[config.mk]
export PLATFORM = sky130hd
export DESIGN_NAME = fix_checksum_gen_flat
export DESIGN_NICKNAME = d
export VERILOG_FILES = /design/src/rtl/fix_checksum_gen_pkg.sv /design/src/rtl/fix_checksum_gen_if.sv /design/src/rtl/fix_checksum_gen_bin2ascii3.sv /design/src/rtl/fix_checksum_gen.sv /design/src/flat_wrapper.sv
export SDC_FILE = /design/constraint.sdc
export NUM_CORES = 1
export LEC_CHECK = 0
export CAP_MARGIN = 20
export CORE_ASPECT_RATIO = 1.1
export CORE_MARGIN = 10
export CORE_UTILIZATION = 35
export CTS_CLUSTER_SIZE = 8
export DETAILED_ROUTE_END_ITERATION = 8
export PLACE_DENSITY = 0.53
export SLEW_MARGIN = 20
export SYNTH_ARGS = -nofsm -noshare
export SYNTH_HDL_FRONTEND = slang
export SYNTH_SLANG_ARGS = --single-unit
export TNS_END_PERCENT = 10
[constraint.sdc]
create_clock -name clk -period 11.95 [get_ports clk]
set_input_delay 1.7925 -clock clk [delete_from_list [all_inputs] [get_ports clk]]
set_output_delay 1.7925 -clock clk [all_outputs]
set_load 0.01 [all_outputs]
[src/rtl/fix_checksum_gen_pkg.sv]
`default_nettype none
// ============================================================================
//  Module   : fix_cks_pkg
//  Purpose  : Shared types and constants for the FIX tag-10 checksum blocks.
//             Provides the FSM state enum, ASCII constants and the output
//             character selector.
//  Ports    : none (package)
//  Revision : 1.0 - initial release
// ============================================================================
package fix_cks_pkg;

  typedef enum logic [1:0] {
    IDLE  = 2'd0,
    ACCUM = 2'd1,
    EMIT  = 2'd2
  } state_t;

  localparam logic [7:0] c_SOH  = 8'h01;
  localparam logic [7:0] c_ZERO = 8'h30;
  localparam logic [7:0] c_EQ   = 8'h3D;
  localparam logic [7:0] c_ONE  = 8'h31;

  // Character at position idx of the emitted sequence: either "ddd" or
  // "10=ddd<SOH>". Digits are already ASCII-encoded.
  function automatic logic [7:0] char_sel(input logic       trailer,
                                          input logic [2:0] idx,
                                          input logic [7:0] d2,
                                          input logic [7:0] d1,
                                          input logic [7:0] d0);
    logic [7:0] c;
    c = d0;
    if (!trailer) begin
      case (idx)
        3'd0:    c = d2;
        3'd1:    c = d1;
        default: c = d0;
      endcase
    end else begin
      case (idx)
        3'd0:    c = c_ONE;
        3'd1:    c = c_ZERO;
        3'd2:    c = c_EQ;
        3'd3:    c = d2;
        3'd4:    c = d1;
        3'd5:    c = d0;
        default: c = c_SOH;
      endcase
    end
    return c;
  endfunction

endpackage
`default_nettype wire

[src/rtl/fix_checksum_gen_if.sv]
`default_nettype none
// ============================================================================
//  Module   : fix_checksum_gen_if
//  Purpose  : Message-in / checksum-out stream bundle for fix_checksum_gen.
//  Signals  : in_valid/in_ready/in_data/in_keep/in_sop/in_eop  (beat stream)
//             cks_valid/cks_ready/cks_char/cks_last/cks_sum     (char stream)
//             err                                               (error pulse)
//  Modports : master = message source / char sink, slave = checksum block
//  Revision : 1.0 - initial release
// ============================================================================
interface fix_checksum_gen_if #(
  parameter int BYTES_PER_BEAT = 1
);
  logic                          in_valid;
  logic                          in_ready;
  logic [8*BYTES_PER_BEAT-1:0]   in_data;
  logic [BYTES_PER_BEAT-1:0]     in_keep;
  logic                          in_sop;
  logic                          in_eop;
  logic                          cks_valid;
  logic                          cks_ready;
  logic [7:0]                    cks_char;
  logic                          cks_last;
  logic [7:0]                    cks_sum;
  logic                          err;

  modport master (
    output in_valid, in_data, in_keep, in_sop, in_eop, cks_ready,
    input  in_ready, cks_valid, cks_char, cks_last, cks_sum, err
  );

  modport slave (
    input  in_valid, in_data, in_keep, in_sop, in_eop, cks_ready,
    output in_ready, cks_valid, cks_char, cks_last, cks_sum, err
  );
endinterface
`default_nettype wire

[src/rtl/fix_checksum_gen_bin2ascii3.sv]
`default_nettype none
// ============================================================================
//  Module   : bin2ascii3
//  Purpose  : Combinational 8-bit binary to three ASCII decimal digits,
//             built from compare/subtract steps (no divider).
//  Ports    : i_value [7:0]  binary input 0..255
//             o_d2    [7:0]  ASCII hundreds digit ('0'..'2')
//             o_d1    [7:0]  ASCII tens digit
//             o_d0    [7:0]  ASCII ones digit
//  Revision : 1.0 - initial release
// ============================================================================
module bin2ascii3
  import fix_cks_pkg::*;
(
  input  wire logic [7:0] i_value,
  output logic      [7:0] o_d2,
  output logic      [7:0] o_d1,
  output logic      [7:0] o_d0
);

  logic [1:0] w_hund;
  logic [3:0] w_tens;
  logic [7:0] w_rem;

  always_comb begin
    w_hund = 2'd0;
    w_rem  = i_value;
    if (i_value >= 8'd200) begin
      w_hund = 2'd2;
      w_rem  = i_value - 8'd200;
    end else if (i_value >= 8'd100) begin
      w_hund = 2'd1;
      w_rem  = i_value - 8'd100;
    end
    // Remainder is below 100 here, so at most nine tens can come off.
    w_tens = 4'd0;
    for (int k = 0; k < 9; k++) begin
      if (w_rem >= 8'd10) begin
        w_rem  = w_rem - 8'd10;
        w_tens = w_tens + 4'd1;
      end
    end
  end

  assign o_d2 = c_ZERO + {6'd0, w_hund};
  assign o_d1 = c_ZERO + {4'd0, w_tens};
  assign o_d0 = c_ZERO + w_rem;

endmodule
`default_nettype wire

[src/rtl/fix_checksum_gen.sv]
`default_nettype none
// ============================================================================
//  Module   : fix_checksum_gen
//  Purpose  : FIX tag-10 checksum generator. Sums kept message bytes mod 256
//             over a multi-byte beat stream and emits the result as "ddd" or
//             as the full "10=ddd<SOH>" trailer, one char per handshake.
//  Params   : BYTES_PER_BEAT (1..8), SEED (start value on sop),
//             TRAILER (0: 3 digits, 1: 7-char trailer)
//  Ports    : clk    rising-edge clock
//             rst_n  asynchronous active-low reset
//             bus    fix_checksum_gen_if.slave (beat in, char out, err)
//  Revision : 1.0 - initial release
// ============================================================================
module fix_checksum_gen
  import fix_cks_pkg::*;
#(
  parameter int         BYTES_PER_BEAT = 1,
  parameter logic [7:0] SEED           = 8'd0,
  parameter int         TRAILER        = 0
) (
  input  wire logic           clk,
  input  wire logic           rst_n,
  fix_checksum_gen_if.slave   bus
);

  localparam int         c_SUM_W    = 8 + $clog2(BYTES_PER_BEAT);
  localparam logic       c_TRAILER  = (TRAILER != 0);
  localparam logic [2:0] c_LAST_IDX = (TRAILER != 0) ? 3'd6 : 3'd2;

  state_t     r_state;
  logic [7:0] r_acc;
  logic [2:0] r_cnt;
  logic [7:0] r_d2, r_d1, r_d0;
  logic       r_ready;
  logic       r_cks_valid;
  logic       r_cks_last;
  logic [7:0] r_cks_char;
  logic [7:0] r_cks_sum;
  logic       r_err;

  logic [c_SUM_W-1:0] w_beat_sum;
  logic [7:0]         w_base;
  logic [7:0]         w_acc_next;
  logic [7:0]         w_d2, w_d1, w_d0;
  logic               w_fire;
  logic [2:0]         w_cnt_nxt;

  // Beat adder: full-width sum of kept bytes, reduced mod 256 only when it
  // is folded into the accumulator.
  always_comb begin
    w_beat_sum = '0;
    for (int i = 0; i < BYTES_PER_BEAT; i++) begin
      if (bus.in_keep[i]) begin
        w_beat_sum = w_beat_sum + c_SUM_W'(bus.in_data[8*i +: 8]);
      end
    end
  end

  // A sop beat always restarts from SEED, whichever state accepts it.
  assign w_base     = bus.in_sop ? SEED : r_acc;
  assign w_acc_next = 8'(c_SUM_W'(w_base) + w_beat_sum);
  assign w_fire     = bus.in_valid & r_ready;
  assign w_cnt_nxt  = r_cnt + 3'd1;

  // Digits are taken from the would-be sum so they can be latched together
  // with the final accumulator value on the eop edge.
  bin2ascii3 u_bin2ascii3 (
    .i_value (w_acc_next),
    .o_d2    (w_d2),
    .o_d1    (w_d1),
    .o_d0    (w_d0)
  );

  always_ff @(posedge clk or negedge rst_n) begin
    if (!rst_n) begin
      r_state     <= IDLE;
      r_acc       <= 8'h00;
      r_cnt       <= 3'd0;
      r_d2        <= 8'h00;
      r_d1        <= 8'h00;
      r_d0        <= 8'h00;
      r_ready     <= 1'b0;
      r_cks_valid <= 1'b0;
      r_cks_last  <= 1'b0;
      r_cks_char  <= 8'h00;
      r_cks_sum   <= 8'h00;
      r_err       <= 1'b0;
    end else begin
      r_err <= 1'b0;
      case (r_state)
        IDLE, ACCUM: begin
          r_ready <= 1'b1;
          if (w_fire) begin
            if ((r_state == IDLE) && !bus.in_sop) begin
              // Orphan beat outside a message: drop it.
              r_err <= 1'b1;
            end else begin
              if ((r_state == ACCUM) && bus.in_sop) begin
                r_err <= 1'b1;
              end
              r_acc <= w_acc_next;
              if (bus.in_eop) begin
                r_state     <= EMIT;
                r_ready     <= 1'b0;
                r_cks_valid <= 1'b1;
                r_cks_last  <= 1'b0;
                r_cks_sum   <= w_acc_next;
                r_d2        <= w_d2;
                r_d1        <= w_d1;
                r_d0        <= w_d0;
                r_cnt       <= 3'd0;
                r_cks_char  <= char_sel(c_TRAILER, 3'd0, w_d2, w_d1, w_d0);
              end else begin
                r_state <= ACCUM;
              end
            end
          end
        end

        EMIT: begin
          if (bus.cks_ready) begin
            if (r_cks_last) begin
              r_state     <= IDLE;
              r_ready     <= 1'b1;
              r_cks_valid <= 1'b0;
              r_cks_last  <= 1'b0;
              r_cks_char  <= 8'h00;
              r_cks_sum   <= 8'h00;
              r_cnt       <= 3'd0;
            end else begin
              r_cnt      <= w_cnt_nxt;
              r_cks_char <= char_sel(c_TRAILER, w_cnt_nxt, r_d2, r_d1, r_d0);
              r_cks_last <= (w_cnt_nxt == c_LAST_IDX);
            end
          end
        end

        default: begin
          r_state <= IDLE;
        end
      endcase
    end
  end

  assign bus.in_ready  = r_ready;
  assign bus.cks_valid = r_cks_valid;
  assign bus.cks_char  = r_cks_char;
  assign bus.cks_last  = r_cks_last;
  assign bus.cks_sum   = r_cks_sum;
  assign bus.err       = r_err;

endmodule
`default_nettype wire

[src/flat_wrapper.sv]
// flat-port wrapper written by rule: the top's interface ports become plain ports
module fix_checksum_gen_flat import fix_cks_pkg::*;
#(
  parameter int         BYTES_PER_BEAT = 1,
  parameter logic [7:0] SEED           = 8'd0,
  parameter int         TRAILER        = 0
)
  (clk, rst_n, bus_in_valid, bus_in_data, bus_in_keep, bus_in_sop, bus_in_eop, bus_cks_ready, bus_in_ready, bus_cks_valid, bus_cks_char, bus_cks_last, bus_cks_sum, bus_err);
  fix_checksum_gen_if #(.BYTES_PER_BEAT(BYTES_PER_BEAT)) bus_i ();
  input  wire logic clk;
  input  wire logic rst_n;
  input wire logic [$bits(bus_i.in_valid)-1:0] bus_in_valid;
  input wire logic [$bits(bus_i.in_data)-1:0] bus_in_data;
  input wire logic [$bits(bus_i.in_keep)-1:0] bus_in_keep;
  input wire logic [$bits(bus_i.in_sop)-1:0] bus_in_sop;
  input wire logic [$bits(bus_i.in_eop)-1:0] bus_in_eop;
  input wire logic [$bits(bus_i.cks_ready)-1:0] bus_cks_ready;
  output wire logic [$bits(bus_i.in_ready)-1:0] bus_in_ready;
  output wire logic [$bits(bus_i.cks_valid)-1:0] bus_cks_valid;
  output wire logic [$bits(bus_i.cks_char)-1:0] bus_cks_char;
  output wire logic [$bits(bus_i.cks_last)-1:0] bus_cks_last;
  output wire logic [$bits(bus_i.cks_sum)-1:0] bus_cks_sum;
  output wire logic [$bits(bus_i.err)-1:0] bus_err;
  assign bus_i.in_valid = bus_in_valid;
  assign bus_i.in_data = bus_in_data;
  assign bus_i.in_keep = bus_in_keep;
  assign bus_i.in_sop = bus_in_sop;
  assign bus_i.in_eop = bus_in_eop;
  assign bus_i.cks_ready = bus_cks_ready;
  assign bus_in_ready = bus_i.in_ready;
  assign bus_cks_valid = bus_i.cks_valid;
  assign bus_cks_char = bus_i.cks_char;
  assign bus_cks_last = bus_i.cks_last;
  assign bus_cks_sum = bus_i.cks_sum;
  assign bus_err = bus_i.err;
  fix_checksum_gen #(.BYTES_PER_BEAT(BYTES_PER_BEAT), .SEED(SEED), .TRAILER(TRAILER)) u_core (.clk(clk), .rst_n(rst_n), .bus(bus_i));
endmodule
==> job_summary.md, run 1 <==
## Synthesis and layout report

| Metric | Value |
|---|---|
| Syn Std Cell Area | 0.00590 mm² |
| Pin count of the biggest net entering global routing | 49 |
| WHS | 473 ps |
| Antenna violations before repair | 0 |
| Area share, top type | 20.4% |
| R2R Path Start | u_core.r_acc[2] |
| Dpl cells | 1197 |
| CTS max path bufs | 2 |
| Slew HR | 32.0% |
| CTS tree | built |
| Synth cell types | 104 |
| Final Skew | 7.07 ps |
| CP most frequent cell | ha_2 |
| R2r endpoint | u_core.r_d0[6] |
| Log Warnings | 34 |
| Setup Slack @ Placement | -1870 ps |
| Final period util | 107% |
| Total global routing overflow | 0 |
| DRT iter0 DRCs | 321 |
| Final Hold Vio Count | 0 |
| Final setup vio count | 11 |
| Commonest Layout Cell | buf_4 |
| Vias in the first global route | 6675 |
| Syn Inst Count | 726 |
| Worst Setup EP | u_core.r_d0[6] |
| Number of cells on the critical path | 60 |
| Crit path from | bus_in_data[0] |
| Hold Startpoint | u_core.r_d2[4] |
| Core Area | 0.0164 mm² |
| Data required, critical path | 12080 ps |
| Final worst-path setup slack | -884 ps |
| Crit path max-delay family | simple AND/OR/NAND/NOR gates |
| Area contributors post-synth | dfrtp_1, ha_1, nand2_1 |
| Flops after synth | 48 |
| Vias per inst | 5.38 |
| Critical path capture point type | register |
| CTS root buffer | clkbuf_16 |
| WS Path Type | input pin to register |
| CTS clk-pin slew, worst paths | 70 ps |
| CP max stage cell | or4_4 |
| Slew @ Worst Pin | 1020 ps |
| Area Overhead vs Synth | 52.5% |
| Synth area leader | dfrtp_1 |
| WP data arrival | 12960 ps |
| Worst Path Buf+Inv | 10 |
| Mapped Nets | 772 |
| Top Ports | 35 |
| Drt drc | 0 |
| YS chip area | 0.00590 mm² |
| Hold Buf Count CTS | 0 |
| Failing checks | negative setup slack |
| Max Freq | 77.9 MHz |
| R2R depth | 59 |
| Final worst path period need | 12830 ps |
| Total CTS buffers | 5 |
| Yosys warning tally | 0 |
| Number of synthesized flops with an enable pin | 0 |
| Max-Cap Viols | 0 |
| Post-route design area | 0.00899 mm² |
| H-tree levels | 2 |
| Final #Nets | 1062 |
| # diodes | 0 |
| Post-synth top flop | dfrtp_1 |
| Drt first pass iters | 5 |
| Post-DP Area | 0.00860 mm² |
| Hold Path Class | register to register |
| DIE AREA | 0.0224 mm² |
| Fin Setup TNS | -7920 ps |
| Worst hold endpoint | u_core.r_d2[4] |
| Commonest cells after routing, fill and taps aside | buf_4, nand2_1, dfrtp_1, nor2_1, a21oi_1 |
| Worst-Skew Late Latency | 290 ps |
| Syn_area_per_cell | 8.12 µm² |
| Rows | 49 |
| Share of cells above drive strength 1 | 40.8% |
| Routability cong. | 0.861 |
| Final core utilization | 54.7% |
| CP Max Fanout | 5 |
| Clock Sink Count | 48 |
| Post-DP HPWL | 15200 µm |
| Asr flop ratio synth | 100% |
| Layout Cells excl Fill | 1221 |
| First-pass GRT wire length | 31500 µm |
| RSZ-0062 raised after global routing | yes |
| Hold path depth | 1 |
| Worst R2R Setup Slack | 620 ps |
| Outcome | complete, but fails checks |
| Critical path startpoint category | input pin |
| Post-synthesis sequential area ratio | 20.4% |
| Ys cells | 726 |
| Max Slew Vio Count | 0 |
| Initial Util | 35.9% |
| CP peak stage delay | 500 ps |
| Post-route ant nets | 0 |
## run 1: routing by layer
layer	wire [µm]	GRT usage, %	vias to the layer above
li1	-	-	3318
met1	8150	20.1	3116
met2	9710	30.7	116
met3	580	1.28	14
met4	144	2.58	0
met5	0	0	-
## run 1: layout make-up
cell class                      count  area, µm²
Fill cell                        1541       7440
Multi-Input combinational cell    625       4870
Timing Repair Buffer              313       2430
Sequential cell                    48       1200
Tap cell                          204        255
Clock buffer                        6        129
Inverter                           23       87.6
Clock inverter                      2       16.3
## run 1: cells by family (layout without fill, tap and decap cells)
logic type	Yosys count	count (layout)	synth area share, %
simple gates	283	283	25.8
compound gates	242	242	31.3
buf+inv	53	344	3.82
flops	48	48	20.4
xor+xnor	37	37	5.62
mux	32	32	6.30
fa+ha+maj	31	31	6.70
## run 1: Yosys cell counts, drive strengths merged (5+ instances only)
cell type / instances
nand2: 81
dfrtp: 48
nor2: 47
a21oi: 46
o21ai: 42
ha: 30
nand3: 27
inv: 22
xnor2: 22
nor2b: 21
and2: 20
mux2: 18
nor3: 18
a21o: 17
clkbuf: 17
a211oi: 15
xor2: 15
mux2i: 14
o211ai: 14
a31oi: 13
buf: 13
nand2b: 11
and3: 10
nand4: 10
o21a: 9
o22ai: 8
or2: 8
a211o: 7
nor3b: 7
o221ai: 6
a221oi: 5
a22o: 5
a31o: 5
nor4: 5
or3: 5
## run 1: timing repair
item | CTS | global route
endpoints found under the setup margin | 11 | 11
gates resized | 17 | 10
setup buffers | 13 | 3
pin swaps | 19 | 3
gates cloned | 0 | 0
Figure 1. Pin placement (run 1).
Drawn at 3 px/µm. Pins as bars across the die edge, other pins in gray.
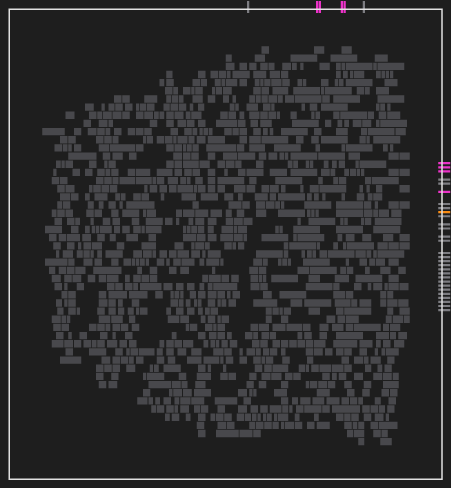
bus_in_valid: marked orange, pins 1, direction input, edge east. bus_cks_char: marked magenta, pins 8, direction output, edge 4 east, 4 north.
All pins by edge: 29 east, 6 north.
chip height: 156 µm
die width: 144 µm
Port Buf Inserts: 34

Figure 2. Signal metal coverage by tile (run 1).
Drawn at 2 px/µm. The die is cut into 29 by 31 equal tiles; dark blue is low, red is high, scaled to the fullest tile. Values are wire area over tile area, all layers added.
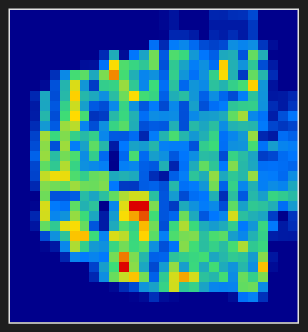
31% of the tiles are nearly empty. The mean over all tiles is 0.13. 15% of the tiles are over half the peak.
vias: 6564
wirelength, routed: 18600 µm
drt wl/cell: 15.2 µm
gr usage total: 16.4%

Figure 3. Signal wires on met3 (run 1).
Drawn at 3 px/µm. Cells faint in the background.
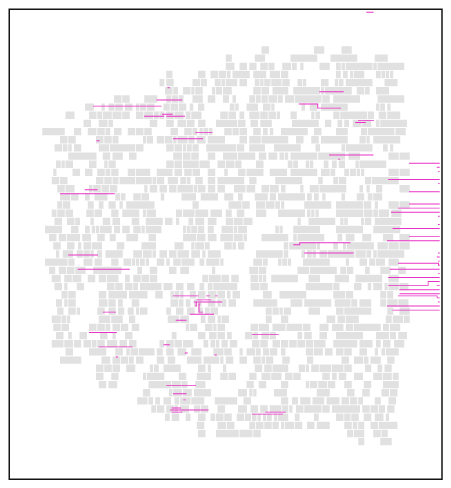
67 nets have wire on it. The wires run mostly horizontal. The layer holds 3.1% of the routed length. The longest straight run is 22.5 µm.
met3 usage: 1.28%

==> run 2: changes to the inputs <==
CORE_UTILIZATION = 56   (was 35)
PLACE_DENSITY = 0.79   (was 0.53)
==> run 2 against run 1 <==
- area after synthesis unchanged
- final area is 2.0% higher
- flip-flop count is the same
- maximum frequency decreased by 4.4%
- highest routed layer unchanged
- hold slack improved by 23 ps
- wire length increased by 50%
- count of clock-buffer cells in the layout stayed put
- critical path depth did not move
- cell count fell by 4.0%
- worst setup slack got worse by 590 ps
- the run still ends with negative setup slack left
- largest cell class unchanged
==> job_summary.md, run 2 <==
## Synthesis and layout report

| Metric | Value |
|---|---|
| Outcome | complete, but fails checks |
| Failing checks | negative setup slack |
| Critical path capture point type | register |
| Area share, top type | 20.4% |
| Share of cells above drive strength 1 | 43.4% |
| Final Skew | 7.10 ps |
| Post-route ant nets | 0 |
| Synth area leader | dfrtp_1 |
| Final setup vio count | 11 |
| Count leader, synth | nand2_1 |
| DRT iter0 DRCs | 1069 |
| Drt first pass iters | 7 |
| Logic cell area | 0.00500 mm² |
| Mux share | 6.30% |
| YS chip area | 0.00590 mm² |
| Final worst-path setup slack | -1480 ps |
| Area contributors post-synth | dfrtp_1, ha_1, nand2_1 |
| Max Freq | 74.5 MHz |
| Commonest cells in the netlist | nand2_1, dfrtp_1, a21oi_1, nor2_1, ha_1 |
| XOR-XNOR Cells, Area Fraction | 5.62% |
| Fin Setup TNS | -13580 ps |
| Post-synthesis sequential area ratio | 20.4% |
| # diodes | 0 |
| Post-synth top flop | dfrtp_1 |
| CP max stage cell | o211ai_1 |
| Max Slew Vio Count | 0 |
| Routability cong. | 0.934 |
| WS Path Type | input pin to register |
| Top Ports | 35 |
| Final #Nets | 1075 |
| Mapped Nets | 772 |
| Flops after synth | 48 |
| Final period util | 112% |
| CP most frequent cell | buf_4 |
| Drt drc | 0 |
| Ys cells | 726 |
| Final Hold Vio Count | 0 |
| Adder share | 6.70% |
| Synth cell types | 104 |
| Port Buf Inserts | 34 |
| CTS tree | built |
| Register Area | 0.00120 mm² |
| Slew @ Worst Pin | 964 ps |
| Worst Path Buf+Inv | 13 |
| Rows | 39 |
| Final worst path period need | 13430 ps |
| Drt wl/cell | 23.9 µm |
| CTS max path bufs | 2 |
| Dominant comb cell | AND-OR/OR-AND gates |
| CTS clk-pin slew, worst paths | 60 ps |
| Total global routing overflow | 0 |
| Asr flop ratio synth | 100% |
| AND-OR/OR-AND Cells, Area Fraction | 31.3% |
| Post-DP Area | 0.00844 mm² |
| Dpl cells | 1123 |
| Number of synthesized flops with an enable pin | 0 |
| Commonest Layout Cell | buf_4 |
| Total CTS buffers | 5 |
| Vias in the first global route | 8043 |
| Log Warnings | 34 |
## run 2: cell counts after synthesis
No cell type changed its count.
## run 2: kinds of logic after synthesis
logic type	Yosys count
AND-OR/OR-AND	242
XOR/XNOR	37
adder cells (fa/ha/maj)	31
buffers and inverters	53
flip-flops	48
multiplexers	32
AND/OR/NAND/NOR	283
## run 2: per-layer routing
layer	track usage [%]	vias to the layer above	part of all wire, %
li1	-	3344	-
met3	5.59	261	9.8
met1	34.0	3738	34
met4	23.1	0	9.1
met5	0	-	0
met2	60.9	738	48
## run 2: final timing paths
check / start / to / cells past startpoint / slack (ps)
setup / recovery: bus_in_data[5] / u_core.r_d1[2] / 60 / -1480
hold / removal: u_core.r_d2[4] / u_core.r_d2[4] / 1 / 500
setup reg to reg: u_core.r_acc[1] / u_core.r_d1[2] / 61 / -210
hold reg to reg: u_core.r_d2[4] / u_core.r_d2[4] / 1 / 500
max in group asynchronous: rst_n / u_core.bus.cks_char[6] / 1 / 10050
min in group asynchronous: rst_n / u_core.r_d0[2] / 1 / 1510
## run 2: cell type report
cell class	instances	area share, %
inverter	23	0.955
sequential	48	13.1
clock buffer	6	1.41
clock inverter	1	0.0546
tap	143	1.95
multi-input combinational	625	54.6
timing repair buffer	326	28.0
## run 2: what timing repair did
action                                  CTS  global route
endpoints found under the setup margin   11            11
setup buffers                            37             6
pin swaps                                55            16
resized                                  61            14
hold buffers                              0             0
## run 2: metrics by stage
step	hold slack, ps	worst slack [ps]	util [%]
after floorplan	426	-1610	-
after global placement	441	-1250	81.6
after detailed placement	471	-1850	81.6
after CTS	490	-673	87.1
after global routing	509	-2010	88.6
final	496	-1480	88.6
Figure 4. Pin placement (run 2).
Drawn at 4 px/µm. Pins as bars across the die edge, other pins in gray.
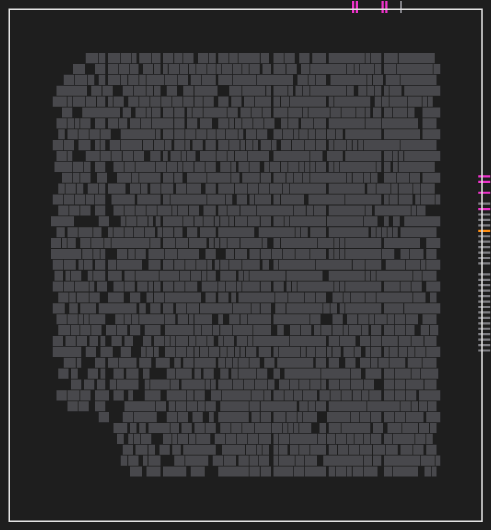
bus_in_valid: marked orange, pins 1, direction input, edge east. bus_cks_char: marked magenta, pins 8, direction output, edge 4 east, 4 north.
All pins by edge: 30 east, 5 north.
chip height: 128 µm
die width: 118 µm

Figure 5. Signal wires on met2 (run 2).
Drawn at 4 px/µm. Cells faint in the background.
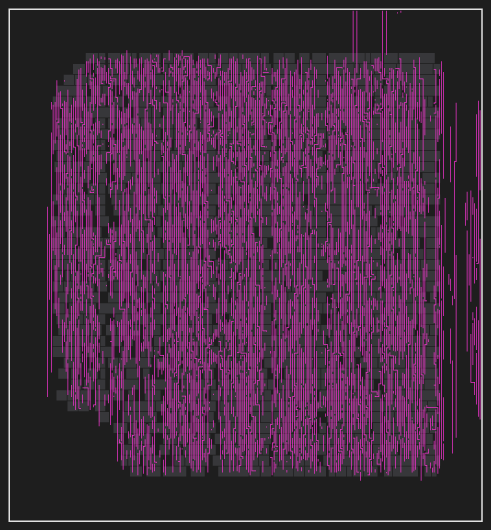
The longest straight run is 59.8 µm. The wires run mostly vertical. The layer holds 48% of the routed length. The layer carries 13300 µm of wire.
vias: 8081
wirelength, routed: 28000 µm
met2 Resource Use GR: 60.9%

==> run 3: changes to the inputs <==
CORE_UTILIZATION = 47   (was 56)
PLACE_DENSITY = 0.68   (was 0.79)
==> run 3 against run 2 <==
- the flow still finishes with violations (negative setup slack)
- via count is 11% lower
- hold slack worse by 13 ps
- flip-flop count stayed put
- clock skew is 5.0 ps higher
- core utilization is 11 points lower
- largest cell class unchanged
==> job_summary.md, run 3 <==
## Synthesis and layout report

| Metric | Value |
|---|---|
| Routability cong. | 0.937 |
| Final worst path period need | 13070 ps |
| Hold Buf Count CTS | 0 |
| Area contributors post-synth | dfrtp_1, ha_1, nand2_1 |
| Post-synth top flop | dfrtp_1 |
| WP data arrival | 13200 ps |
| Hold path depth | 2 |
| Data required, critical path | 12080 ps |
| YS chip area | 0.00590 mm² |
| Yosys warning tally | 0 |
| Top Ports | 35 |
| Number of synthesized flops with an enable pin | 0 |
| CTS tree | built |
| Outcome | complete, but fails checks |
| Hold Path Class | register to register |
| Area share, top type | 20.4% |
| Area Overhead vs Synth | 59.7% |
| Setup Slack @ Placement | -1810 ps |
| Final worst-path setup slack | -1120 ps |
| CTS max path bufs | 2 |
| Final core utilization | 77.6% |
| Fin Setup TNS | -10090 ps |
| Crit path max-delay family | simple AND/OR/NAND/NOR gates |
| Final #Nets | 1105 |
| Failing checks | negative setup slack |
| # diodes | 0 |
| Post-DP Area | 0.00854 mm² |
| Layout fillers | 799 |
| First-pass GRT wire length | 34300 µm |
| Synth cell types | 104 |
| Max Slew Vio Count | 0 |
| Commonest cells in the netlist | nand2_1, dfrtp_1, a21oi_1, nor2_1, ha_1 |
| Share of cells above drive strength 1 | 45.3% |
| Crit path from | bus_in_sop |
| Vias in the first global route | 7172 |
| Worst Path Buf+Inv | 14 |
| Count leader, synth | nand2_1 |
| Initial Util | 48.6% |
| R2R Path Start | u_core.r_acc[2] |
| Mapped Nets | 772 |
| Met3 usage | 1.85% |
| Drt drc | 0 |
| Chip height | 137 µm |
| Worst hold endpoint | u_core.bus.cks_char[2] |
| CP Max Fanout | 5 |
| Drt first pass iters | 7 |
| Layout Cells excl Fill | 1214 |
| Max Freq | 76.5 MHz |
| CP most frequent cell | buf_4 |
| Syn Inst Count | 726 |
| Critical path capture point type | register |
| Dpl cells | 1145 |
| CP peak stage delay | 540 ps |
| Worst Setup EP | u_core.r_d0[6] |
| CTS clk-pin slew, worst paths | 60 ps |
| R2r endpoint | u_core.r_d0[6] |
| Final Skew | 12.1 ps |
| Antenna violations before repair | 0 |
| CP max stage cell | or4_4 |
| Synth area leader | dfrtp_1 |
| Number of cells on the critical path | 63 |
| R2R depth | 62 |
| Slew @ Worst Pin | 993 ps |
| WHS | 483 ps |
| Worst-Skew Late Latency | 290 ps |
| Final period util | 109% |
| Total global routing overflow | 0 |
| Pin count of the biggest net entering global routing | 49 |
| Log Warnings | 34 |
| Asr flop ratio synth | 100% |
| Max-Cap Viols | 0 |
| RSZ-0062 raised after global routing | yes |
| Vias per inst | 5.91 |
| Critical path startpoint category | input pin |
| Total CTS buffers | 5 |
| DIE AREA | 0.0174 mm² |
| Final setup vio count | 11 |
| Hold Startpoint | u_core.bus.cks_char[2] |
| Die width | 127 µm |
| Post-route ant nets | 0 |
| Post-synthesis sequential area ratio | 20.4% |
| WS Path Type | input pin to register |
| Syn Std Cell Area | 0.00590 mm² |
| Ys cells | 726 |
| Commonest Layout Cell | buf_4 |
| Clock Sink Count | 48 |
| Worst R2R Setup Slack | 120 ps |
| Flops after synth | 48 |
| CTS root buffer | clkbuf_16 |
| Syn_area_per_cell | 8.12 µm² |
| Post-DP HPWL | 15500 µm |
| DRT iter0 DRCs | 697 |
| Commonest cells after routing, fill and taps aside | buf_4, nand2_1, dfrtp_1, nor2_1, a21oi_1 |
| Slew HR | 33.6% |
## run 3: netlist changes by cell type in the layout (fill, tap and decap cells not counted), moves of 2 or more
| cell | before | now |
|---|---|---|
| and3_1 | 7 | 5 |
| and3_4 | 3 | 5 |
| buf_4 | 288 | 322 |
| buf_6 | 4 | 1 |
| ha_1 | 15 | 17 |
| inv_4 | 0 | 2 |
| xnor2_1 | 17 | 15 |
| xnor2_2 | 5 | 7 |
## run 3: per-layer routing
layer	vias to the layer above	share of wire (%)
met5	-	0
met4	0	3.2
met3	67	3.7
met2	247	53
met1	3460	40
li1	3404	-
## run 3: kinds of logic (layout without fill, tap and decap cells)
| group | count (synthesis) | in the layout | share of synthesized area, % |
|---|---|---|---|
| AND-OR/OR-AND | 242 | 242 | 31.3 |
| buffers and inverters | 53 | 387 | 3.82 |
| XOR/XNOR | 37 | 37 | 5.62 |
| AND/OR/NAND/NOR | 283 | 283 | 25.8 |
| adder cells (fa/ha/maj) | 31 | 31 | 6.70 |
| multiplexers | 32 | 32 | 6.30 |
| flip-flops | 48 | 48 | 20.4 |
## run 3: timing repair
action,4_1_cts,5_1_grt
buffers inserted,51,11
resized,55,21
pin swaps,60,24
endpoints found under the setup margin,11,11
## run 3: cell type report
type | count | area (µm²) | share of cell area [%]
sequential | 48 | 1200 | 12.8
clock buffer | 6 | 129 | 1.37
timing repair buffer | 356 | 2760 | 29.3
tap | 154 | 193 | 2.05
multi-input combinational | 625 | 5010 | 53.2
inverter | 23 | 92.6 | 0.983
clock inverter | 2 | 35.0 | 0.372
Figure 6. Routing congestion (run 3).
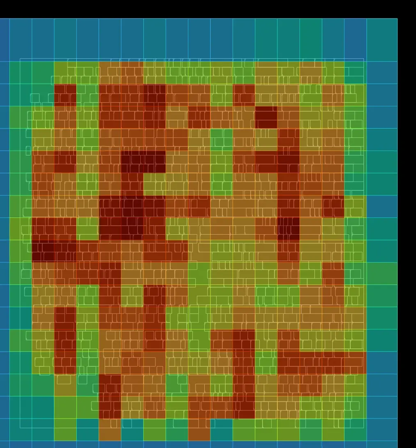
met2 Resource Use GR: 44.6%
global route hottest layer: met2
gr usage total: 23.2%
global-route met1 utilization: 26.2%
drt wl/cell: 17.9 µm

Figure 7. Signal metal coverage by tile (run 3).
Drawn at 3 px/µm. The die is cut into 25 by 27 equal tiles; dark blue is low, red is high, scaled to the fullest tile. Values are wire area over tile area, all layers added.
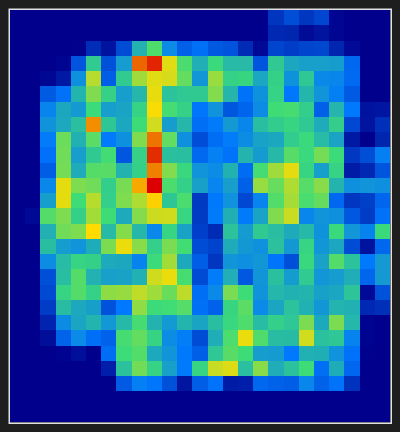
The mean over all tiles is 0.20. The densest ninth of the die: center. The fullest tile reaches 0.71.
wirelength, routed: 21800 µm
vias: 7178

